`src/rtl/cache_mem_bridge.sv`:
```
// cache_mem_bridge
//   Memory-side companion to the cache. It turns one held line-wide request
//   into a word-wide Avalon-MM burst:
//     * a fill (c_rd) becomes one read burst of NWORDS beats, reassembled
//       into c_rd_line;
//     * a writeback (c_wr) becomes one write burst of NWORDS beats taken
//       from the latched line.
//   Exactly one request is buffered. The cache holds its request until it
//   sees c_waitrequest low, which happens only in the one-cycle DONE state.
//   A writeback wins over a simultaneous fill; the fill is taken after DONE.
//   Word k of a line (byte address base+4k) sits in the most significant
//   end first: line bits [CLINE_WIDTH-1-k*DATA_WIDTH -: DATA_WIDTH].
//
// Ports
//   clock, reset_n       sole clock, asynchronous active-low reset
//   c_addr               byte address; line offset bits are ignored
//   c_rd / c_wr          fill / writeback request, held until completion
//   c_wr_data            writeback line
//   c_waitrequest        request not yet complete (combinational)
//   c_rd_valid           one-cycle pulse, c_rd_line holds the fill
//   c_rd_line            assembled fill line, kept until the next fill
//   c_error              sticky read-timeout flag
//   avm_*                Avalon-MM burst master, registered outputs
//
// Configuration
//   CACHE_BRIDGE_TIMEOUT_EN  when defined, a watchdog aborts a read that
//                            sees no handshake for TIMEOUT cycles: c_error
//                            is set, missing words read as zero and the
//                            fill completes. When undefined, c_error is 0
//                            and the bridge waits indefinitely.

module cache_mem_bridge #(
  parameter int CLINE_WIDTH = 128,
  parameter int ADDR_WIDTH  = 32,
  parameter int DATA_WIDTH  = 32,
  parameter int NWORDS      = CLINE_WIDTH / DATA_WIDTH,
  parameter int BURST_WIDTH = $clog2(NWORDS) + 1,
  parameter int TIMEOUT     = 1024
) (
  input  logic                   clock,
  input  logic                   reset_n,
  input  logic [ADDR_WIDTH-1:0]  c_addr,
  input  logic                   c_rd,
  input  logic                   c_wr,
  input  logic [CLINE_WIDTH-1:0] c_wr_data,
  output logic                   c_waitrequest,
  output logic                   c_rd_valid,
  output logic [CLINE_WIDTH-1:0] c_rd_line,
  output logic                   c_error,
  output logic [ADDR_WIDTH-1:0]  avm_address,
  output logic [BURST_WIDTH-1:0] avm_burstcount,
  output logic                   avm_read,
  output logic                   avm_write,
  output logic [DATA_WIDTH-1:0]  avm_writedata,
  input  logic [DATA_WIDTH-1:0]  avm_readdata,
  input  logic                   avm_readdatavalid,
  input  logic                   avm_waitrequest
);

  localparam int CNT_W = (NWORDS > 1) ? $clog2(NWORDS) : 1;
  localparam logic [CNT_W-1:0]      LAST_BEAT = CNT_W'(NWORDS - 1);
  // Clears the byte-within-line offset so every burst starts line-aligned.
  localparam logic [ADDR_WIDTH-1:0] LINE_MASK = ~ADDR_WIDTH'(CLINE_WIDTH / 8 - 1);

  typedef enum logic [2:0] {IDLE, RD_REQ, RD_DATA, WR_DATA, DONE} state_e;

  // LSB position of word idx inside a line (word 0 at the top).
  function automatic int word_lsb(input logic [CNT_W-1:0] idx);
    return (NWORDS - 1 - int'(idx)) * DATA_WIDTH;
  endfunction

  state_e                 state_q, state_d;
  logic [CNT_W-1:0]       beat_cnt_q, beat_cnt_d;
  logic [CNT_W-1:0]       beat_nxt;
  logic [ADDR_WIDTH-1:0]  addr_q, addr_d;
  logic [CLINE_WIDTH-1:0] wr_line_q, wr_line_d;
  logic [CLINE_WIDTH-1:0] rd_line_q, rd_line_d;
  logic [DATA_WIDTH-1:0]  wdata_q, wdata_d;
  logic                   read_q, read_d;
  logic                   write_q, write_d;
  logic                   rd_valid_q, rd_valid_d;
  logic                   error_q, error_d;

`ifdef CACHE_BRIDGE_TIMEOUT_EN
  localparam int TO_W = $clog2(TIMEOUT + 1);
  logic [TO_W-1:0] to_cnt_q, to_cnt_d;
  logic            hs_event;
`endif

  assign beat_nxt = beat_cnt_q + CNT_W'(1);

  always_comb begin
    // NOTE: every variable gets its hold value first, so no path through
    // the case statement can leave one unassigned and infer a latch.
    state_d    = state_q;
    beat_cnt_d = beat_cnt_q;
    addr_d     = addr_q;
    wr_line_d  = wr_line_q;
    rd_line_d  = rd_line_q;
    wdata_d    = wdata_q;
    read_d     = read_q;
    write_d    = write_q;
    rd_valid_d = 1'b0;
    error_d    = error_q;

    unique case (state_q)
      IDLE: begin
        if (c_wr) begin
          addr_d     = c_addr & LINE_MASK;
          wr_line_d  = c_wr_data;
          beat_cnt_d = '0;
          write_d    = 1'b1;
          wdata_d    = c_wr_data[word_lsb('0) +: DATA_WIDTH];
          state_d    = WR_DATA;
        end else if (c_rd) begin
          addr_d     = c_addr & LINE_MASK;
          beat_cnt_d = '0;
          read_d     = 1'b1;
          state_d    = RD_REQ;
        end
      end
      RD_REQ: begin
        if (!avm_waitrequest) begin
          read_d  = 1'b0;
          state_d = RD_DATA;
        end
      end
      RD_DATA: begin
        if (avm_readdatavalid) begin
          rd_line_d[word_lsb(beat_cnt_q) +: DATA_WIDTH] = avm_readdata;
          beat_cnt_d = beat_nxt;
          if (beat_cnt_q == LAST_BEAT) begin
            rd_valid_d = 1'b1;
            state_d    = DONE;
          end
        end
      end
      WR_DATA: begin
        // The beat on the bus is accepted only when the interconnect is not
        // stalling; otherwise it is held unchanged.
        if (!avm_waitrequest) begin
          if (beat_cnt_q == LAST_BEAT) begin
            write_d = 1'b0;
            state_d = DONE;
          end else begin
            beat_cnt_d = beat_nxt;
            wdata_d    = wr_line_q[word_lsb(beat_nxt) +: DATA_WIDTH];
          end
        end
      end
      DONE:    state_d = IDLE;
      default: state_d = IDLE;
    endcase

`ifdef CACHE_BRIDGE_TIMEOUT_EN
    hs_event = ((state_q == RD_REQ)  && !avm_waitrequest) ||
               ((state_q == RD_DATA) && avm_readdatavalid);
    to_cnt_d = '0;
    if ((state_q == RD_REQ) || (state_q == RD_DATA)) begin
      to_cnt_d = hs_event ? '0 : to_cnt_q + TO_W'(1);
      if (!hs_event && (to_cnt_q == TO_W'(TIMEOUT - 1))) begin
        // Abandon the read: words not yet received read as zero.
        for (int k = 0; k < NWORDS; k++) begin
          if (k >= int'(beat_cnt_q)) begin
            rd_line_d[(NWORDS - 1 - k) * DATA_WIDTH +: DATA_WIDTH] = '0;
          end
        end
        read_d     = 1'b0;
        error_d    = 1'b1;
        rd_valid_d = 1'b1;
        to_cnt_d   = '0;
        state_d    = DONE;
      end
    end
`endif
  end

  // NOTE: state registers use non-blocking assignments only; the blocking
  // assignments above are confined to the combinational next-state block.
  always_ff @(posedge clock or negedge reset_n) begin
    if (!reset_n) begin
      // NOTE: the line buffers are plain flops, not a RAM, so they take a
      // defined reset value; an aborted fill must not leave stale words.
      state_q    <= IDLE;
      beat_cnt_q <= '0;
      addr_q     <= '0;
      wr_line_q  <= '0;
      rd_line_q  <= '0;
      wdata_q    <= '0;
      read_q     <= 1'b0;
      write_q    <= 1'b0;
      rd_valid_q <= 1'b0;
      error_q    <= 1'b0;
    end else begin
      state_q    <= state_d;
      beat_cnt_q <= beat_cnt_d;
      addr_q     <= addr_d;
      wr_line_q  <= wr_line_d;
      rd_line_q  <= rd_line_d;
      wdata_q    <= wdata_d;
      read_q     <= read_d;
      write_q    <= write_d;
      rd_valid_q <= rd_valid_d;
      error_q    <= error_d;
    end
  end

`ifdef CACHE_BRIDGE_TIMEOUT_EN
  always_ff @(posedge clock or negedge reset_n) begin
    if (!reset_n) to_cnt_q <= '0;
    else          to_cnt_q <= to_cnt_d;
  end
`endif

  assign c_waitrequest  = (c_rd | c_wr) & (state_q != DONE);
  assign c_rd_valid     = rd_valid_q;
  assign c_rd_line      = rd_line_q;
  assign c_error        = error_q;
  assign avm_address    = addr_q;
  assign avm_burstcount = BURST_WIDTH'(NWORDS);
  assign avm_read       = read_q;
  assign avm_write      = write_q;
  assign avm_writedata  = wdata_q;

endmodule
```
`config.mk`:
```
export PLATFORM = sky130hd
export DESIGN_NAME = cache_mem_bridge
export DESIGN_NICKNAME = d
export VERILOG_FILES = /design/src/rtl/cache_mem_bridge.sv
export SDC_FILE = /design/constraint.sdc
export NUM_CORES = 1
export LEC_CHECK = 0
export ABC_AREA = 1
export CAP_MARGIN = 30
export CELL_PAD_IN_SITES_DETAIL_PLACEMENT = 1
export CELL_PAD_IN_SITES_GLOBAL_PLACEMENT = 2
export CORE_MARGIN = 2
export CORE_UTILIZATION = 27
export CTS_BUF_LIST = sky130_fd_sc_hd__clkbuf_16
export DETAILED_ROUTE_END_ITERATION = 10
export PLACE_DENSITY = 0.81
export SLEW_MARGIN = 20
export SYNTH_ARGS = -nofsm -noshare
export SYNTH_HDL_FRONTEND = slang
export SYNTH_SLANG_ARGS = --single-unit
```
`constraint.sdc`:
```
create_clock -name clock -period 2.9 [get_ports clock]
set_input_delay 0.58 -clock clock [delete_from_list [all_inputs] [get_ports clock]]
set_output_delay 0.58 -clock clock [all_outputs]
set_load 0.005 [all_outputs]
```
==> impl_report.txt <==
==== FLOW RESULTS ====
----------------------------------------------------
[Critical path]
  Critical path, cell by cell ........................ clkdlybuf4s50_1, nor2_1, a21oi_1, clkdlybuf4s50_1
  Reg-to-reg setup timing slack ........................ 640 ps
  FF-to-FF Start ........................ beat_cnt_q[1]
  Top fanout value on the critical path ........................ 4
  Capture point of the worst reg-to-reg path ........................ c_rd_line[59]
  Delay of the slowest cell on the worst path ........................ 560 ps
  Number of cell instances on the worst register-to-register path ........................ 6
  Required time at the worst-slack endpoint ........................ 2320 ps
  Cell occurring most often along the worst timing path ........................ sky130_fd_sc_hd__clkdlybuf4s50_1

[Die]
  Die boundary width ........................ 236 µm
  I/O pin cnt ........................ 398
  Core utilization before placement ........................ 0.272
  Die extent in y ........................ 236 µm
  Die outline area ........................ 55700 µm²

[Clocking]
  Number of buffers added to fix hold violations after cts ........................ 0
  Buffer levels on the longest clock path ........................ 3
  Resized cells post-CTS ........................ 0
  Clk pin slew, worst setup/hold paths ........................ 60 ps
  Number of H-tree levels ........................ 2
  Number of clock buffers inserted by TritonCTS ........................ 41
  Clock root cell ........................ sky130_fd_sc_hd__clkbuf_16

[Yosys]
  Syn Inst Count ........................ 1847
  Sequential cell area fraction in the yosys report ........................ 0.558
  Chip Area, Yosys ........................ 14500 µm²
  Leading cell types by total area after synthesis ........................ sky130_fd_sc_hd__dfrtp_1, sky130_fd_sc_hd__nand2_1, sky130_fd_sc_hd__nand3_1
  Number of register bits inferred by synthesis ........................ 324
  Mean instance size in the synthesized netlist ........................ 7.87 µm²
  Dominant cell type by area after synthesis ........................ sky130_fd_sc_hd__dfrtp_1

[Placed design]
  Count of input and output buffers ........................ 385
  Placed Cells incl. Taps ........................ 2843

[GRT]
  Wire length of the first global-routing pass ........................ 85.8 mm
  Global routing usage summed across all routing layers ........................ 0.197
  Number of antenna violations at the first check in global routing ........................ 11
  Largest net degree at the start of global routing ........................ 129

[Layout]
  Final core utilization ........................ 0.381
  Number of nets in the finished design ........................ 2393
  Highest-count logic cell in the final layout ........................ sky130_fd_sc_hd__nand2_1
  Fraction of final layout cells sized beyond drive strength 1 ........................ 0.0532
  Most used cells in the layout excluding fill and tap cells ........................ sky130_fd_sc_hd__nand2_1, sky130_fd_sc_hd__clkdlybuf4s50_1, sky130_fd_sc_hd__dfrtp_1

[Job]
  Max capacitance violation total ........................ 0
  Total tool warning count ........................ 37

[Power and ir drop]
  Pwr/cell area ........................ 985 nW/µm²
  Worst vdd rail ir drop ........................ 0.000448 V

[Timing]
  Pins over their slew limit ........................ 0
  Count of final hold-check violations ........................ 0
  Worst slew slack as a fraction of its limit ........................ 0.406

[Routing]
  Number of design rule violations left after detail routing ........................ 0
  Number of nets still failing antenna checks after routing ........................ 0
  Routed wire length ........................ 55.3 mm

[Run status]
  Outcome ........................ finished clean

[Min path]
  Hold Path Class ........................ input port to asynchronous set/reset pin

----------------------------------------------------
## cell usage after synthesis
master / number
sky130_fd_sc_hd__nor2_2: 4
sky130_fd_sc_hd__nand2_1: 866
sky130_fd_sc_hd__nor2_4: 1
sky130_fd_sc_hd__buf_4: 12
sky130_fd_sc_hd__a21oi_1: 2
sky130_fd_sc_hd__inv_2: 4
sky130_fd_sc_hd__ha_1: 5
sky130_fd_sc_hd__nand3b_1: 1
sky130_fd_sc_hd__nand3_2: 2
sky130_fd_sc_hd__o21ai_0: 158
sky130_fd_sc_hd__clkbuf_1: 59
sky130_fd_sc_hd__dfrtp_1: 324
sky130_fd_sc_hd__buf_1: 3
sky130_fd_sc_hd__clkinv_1: 1
sky130_fd_sc_hd__nor3_1: 1
sky130_fd_sc_hd__buf_2: 56
sky130_fd_sc_hd__conb_1: 2
sky130_fd_sc_hd__o21ai_2: 1
sky130_fd_sc_hd__nand3_1: 232
sky130_fd_sc_hd__nand2_2: 2
sky130_fd_sc_hd__buf_6: 1
sky130_fd_sc_hd__nor2_1: 44
sky130_fd_sc_hd__clkbuf_2: 1
sky130_fd_sc_hd__or2_2: 1
sky130_fd_sc_hd__nand4_1: 4
sky130_fd_sc_hd__inv_1: 60
## worst max path at each step
stage                      to  slack [ps]  depth (start not counted)
2_1_floorplan  c_rd_line[105]         780                         10
3_3_place_gp    c_waitrequest         390                          4
3_5_place_dp    c_waitrequest         390                          4
4_1_cts         c_waitrequest         360                          3
5_1_grt         c_waitrequest         320                          3
6_report        c_waitrequest         410                          4
## worst reg2reg max path, stage by stage (launching register included)
cell and delay, ps:
sky130_fd_sc_hd__dfrtp_1 440, sky130_fd_sc_hd__inv_1 100, sky130_fd_sc_hd__ha_2 590, sky130_fd_sc_hd__nand2_1 160, sky130_fd_sc_hd__inv_1 610, sky130_fd_sc_hd__nand3_1 200, sky130_fd_sc_hd__nand2_1 90
## final cells by class
type / instances / area [µm²]
diodes: 3 / 7.51
clock buffers: 42 / 1050
clock inverters: 29 / 158
fillers: 6366 / 33100
inverters: 65 / 246
multi-input cells: 1332 / 5640
flip-flops and latches: 324 / 8110
well taps: 696 / 871
repair buffers: 426 / 4320
## metrics by stage
stage	instance area [µm²]	hold WS (ps)	worst slack, ps	total power [W]
floorplan	14600	284	781	0.0114
global placement	19200	454	392	0.0153
detailed placement	19200	459	390	0.0156
CTS	20400	28.4	365	0.0204
global route	20400	47.3	318	0.0217
finish	20400	7.43	409	0.0201
## per-layer routing
layer | GRT usage | wire length (µm) | vias up
met2 | 0.330 | 26900 | 328
met3 | 0.0469 | 3090 | 88
met5 | 0 | 92 | -
met1 | 0.251 | 23900 | 6847
li1 | - | - | 6497
met4 | 0.0618 | 1360 | 14
## kinds of logic (layout without fill, tap and decap cells)
logic type | after synthesis | count (layout) | synth area share
AND/OR/NAND/NOR | 1158 | 1158 | 0.323
buffers and inverters | 197 | 562 | 0.0594
adder cells (fa/ha/maj) | 5 | 5 | 0.00430
other | 2 | 11 | 0.000516
flip-flops | 324 | 324 | 0.558
AND-OR/OR-AND | 161 | 161 | 0.0557
## where the power goes
part	internal (W)	switching (W)
sequential	0.00622	0.00101
clock	0.00262	0.00205
combinational	0.00327	0.00492
total	0.0121	0.00798
==> images/met3.png <==
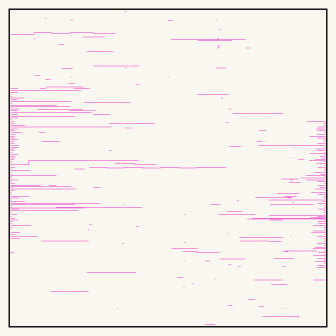
share of all routed wire	5.6%
longest straight run	82.1 µm
wire length on this layer	3090 µm
nets with wire on the layer	216
main direction	horizontal

==> images/clock_map.png <==
Scale bar: 50 µm.
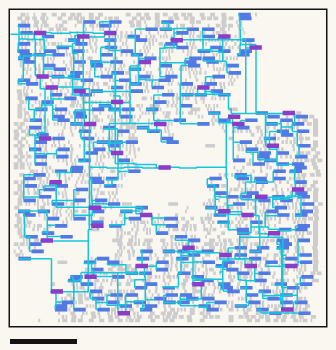
[flip-flops] blue | count: 324
[clock wires] cyan | length: 5150 µm
[cells driving clock nets] purple | count: 41
flops lie	all over the die
Clock Power Share: 0.233
worst clock skew: 15.7 ps
source-to-sink clock delay at the later pin of the worst-skew pair: 570 ps
Clock Power: 0.00467 W

==> images/pins.png <==
Pins as bars across the die edge, other pins in grey.
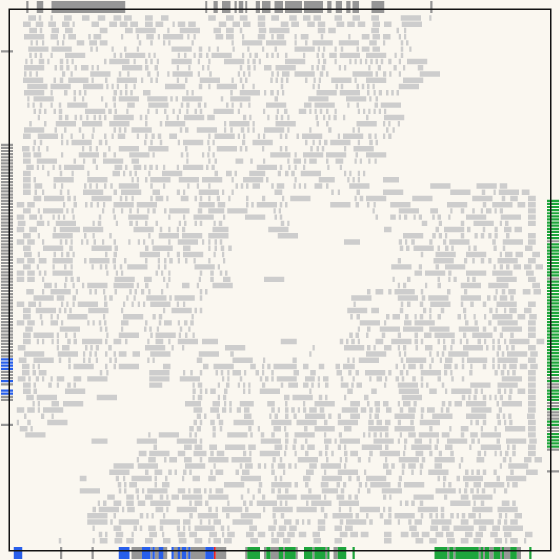
port	colour	pins	direction	edge
c_addr	blue	32	input	25 south, 7 west
c_rd_line	green	128	output	68 east, 60 south
c_waitrequest	red	1	output	south
all pins by edge	138 south, 94 north, 84 west, 82 east

Power figures rest on the tool's default switching activity, not on a simulated workload.
